Design fft_frame_loader, sky130hd; sources not shown.
Supply network:
The bar under the picture is 50 um long. Pins as bars on the die edge.
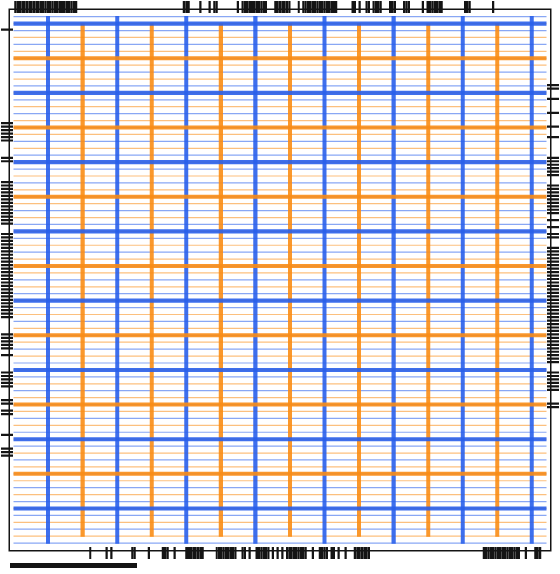
VDD: marked orange. VSS: marked blue.
15 straps on met4. 77 met1 rails follow the rows.
Die H: 212 um
Peak VDD IR: 0.149 mV

Placed cells, one color a class:
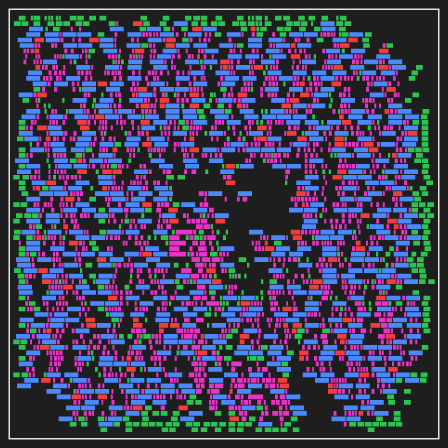
clock drivers and dummy loads: marked red, cells 149, share of their area 7.3%. remaining buffers and delay cells: marked green, cells 509, share of their area 16%. combinational and other logic: marked magenta, cells 1697, share of their area 32%. sequential cells: marked blue, cells 543, share of their area 44%.
finished layout cell area: 25200 um^2
Cell Rows: 76
core region area: 43300 um^2
fraction of area in registers: 0.431

==> summary.txt <==
Here are the numbers from the latest Yosys + OpenROAD run.

The run finished with clean final reports. Yosys reports the multiplexer fraction of the synthesized area as 0.00183. The met1 capacity usage during global routing is 0.374. The layout-stage area growth over the synthesis result is 27.1%. The worst path required time is 5.68 ns. The proportion of final cell area spent on non-clock buffers is 0.155. The synthesized area divided by synthesized cell count came out at 8.06 um^2.

The H-tree level count came out at 3. The distinct cell type count of the synthesized netlist is 50. The non-clock buffer instance count of the final layout is 509. The layout report lists the multi-input gate area as 7920 um^2.

After detailed routing, the number of vias per cell comes to 5.29. The horizontal die dimension is 212 um. The worst setup path is launched from an input pin.

Per the detail_route log, met3 wirelength is 4800 um. Looking at the clock tree report, the maximum root-to-sink buffer count equals 3. The slew at the pin closest to its max-slew limit is 1.17 ns.

The cell depth of the worst hold path came out at 2. The total chip power is 0.00602 W. In the final layout, the fill cell count is 4004. In the routed design, unresolved DRC markers number 0. The worst-case setup margin in the final layout came out at 1.42 ns. The initial standard-cell utilization of the core came out at 0.459. The number of clock buffers added by TritonCTS is 88. The worst reg-to-reg setup slack came out at 4.10 ns. The static leakage power is 8.32 nW. The power dissipated by switching net loads is 0.00139 W. The antenna diode count came out at 1. The buffers plus inverters on the worst setup path is 5. The via count of the first global-routing pass came out at 17300.

Summing all flip-flop and latch instances after layout gives 10900 um^2. Walking the worst path, the cells encountered are clkdlybuf4s50_1, clkbuf_1, clkbuf_1, clkbuf_1, nor2_1, clkdlybuf4s50_1. The portion of total power attributed to the clock network came out at 0.457.

Per the post-place timing report, worst setup slack is 1.42 ns. The part of the total power dissipated in combinational logic is 0.034. The initial antenna violation count is 1. The net count of the finished layout came out at 2886.

After synthesis, the cell types taking the most area are dfxtp_1 (55%), nand2_1 (16%), a21oi_1 (13%). The internal power consumption came out at 0.00463 W. The first global-routing pass estimated 97700 um of wire. The registers of the reported paths see a clock transition of 0.06 ns. For the worst setup path, the data arrival time is 4.26 ns. The peak clock frequency supported by timing is 0.176 GHz. Clock tree synthesis selected as its root buffer the cell clkbuf_8.

The fraction of the mapped netlist area in adder cells came out at 0.00630. The top-area cell type share of the netlist area is 0.547. The count of clock tree sinks came out at 543.

The vias after detailed routing is 18400. The area share of and-or/or-and cells after synthesis is 0.137. The clock period minus worst slack came out at 5.68 ns. In the power breakdown, the biggest contributor is registers. Among the non-sequential cells, simple AND/OR/NAND/NOR gates take the most area. The largest driver fanout on the critical path is 10. Routing resource usage on met2 recorded by global route was 0.460. The synthesized chip area reported by yosys came out at 19900 um^2.

The number of hold violations in the final report is 0. The final cell utilization of the core is 0.583. The tally of nets with antenna violations remaining after routing is 0. The cell class with the largest area share is flip-flops and latches. The tap cell instance count is 585. The initial detailed-routing violation count is 1439.

In this run, power in the clock network comes to 0.00275 W. The simple-gate share of the synthesized area came out at 0.248. The number of inverters outside the clock class in the layout came out at 7. The most frequently used flop master after synthesis is dfxtp_1.

Counting stages on the worst path, the most repeated cell is clkbuf_1. The fraction of final layout cells with drive strength greater than 1 came out at 0.0966. Setup repair after global routing left no endpoint under its margin.

The count of final max-slew check failures came out at 0. The routed metal-1 wirelength is 28300 um. The min-delay analysis places its worst path in the category register to register. The fraction of cell area in multi-input combinational cells is reported as 0.314. The setup TNS after final layout came out at 0 ns. Overall routing resource usage recorded by global route was 0.285. The most used logic cell in the final layout is nand2_1. The proportion of power drawn by flip-flops and latches is 0.509. The clock network contribution to total cell area came out at 0.0706. The critical path crosses 6 cells after its start point. The areal power density over the cells came out at 239 nW/um^2. The logic depth of the worst register-to-register path is 10.

met2 is the most crowded layer. The final HPWL from detailed placement came out at 46600 um. The count of pins on the block boundary came out at 313. The clock insertion delay at the later pin of the skew report came out at 0.65 ns.

The last weighted congestion value of the routability-driven placer came out at 0.850. Per STA, the highest per-stage delay on the worst path measures 0.70 ns. The length of routed met2 wiring came out at 30400 um. The final hold slack came out at 0.448 ns. For this run, the final setup violation count is recorded as 0. The share of the synthesized netlist area taken by xor and xnor gates is 0.00573.

The area of the mapped netlist came out at 19900 um^2. The number of warnings the tools reported came out at 30. The cell accounting for the most synthesized area is dfxtp_1.
Power and IR drop assume default switching activity.
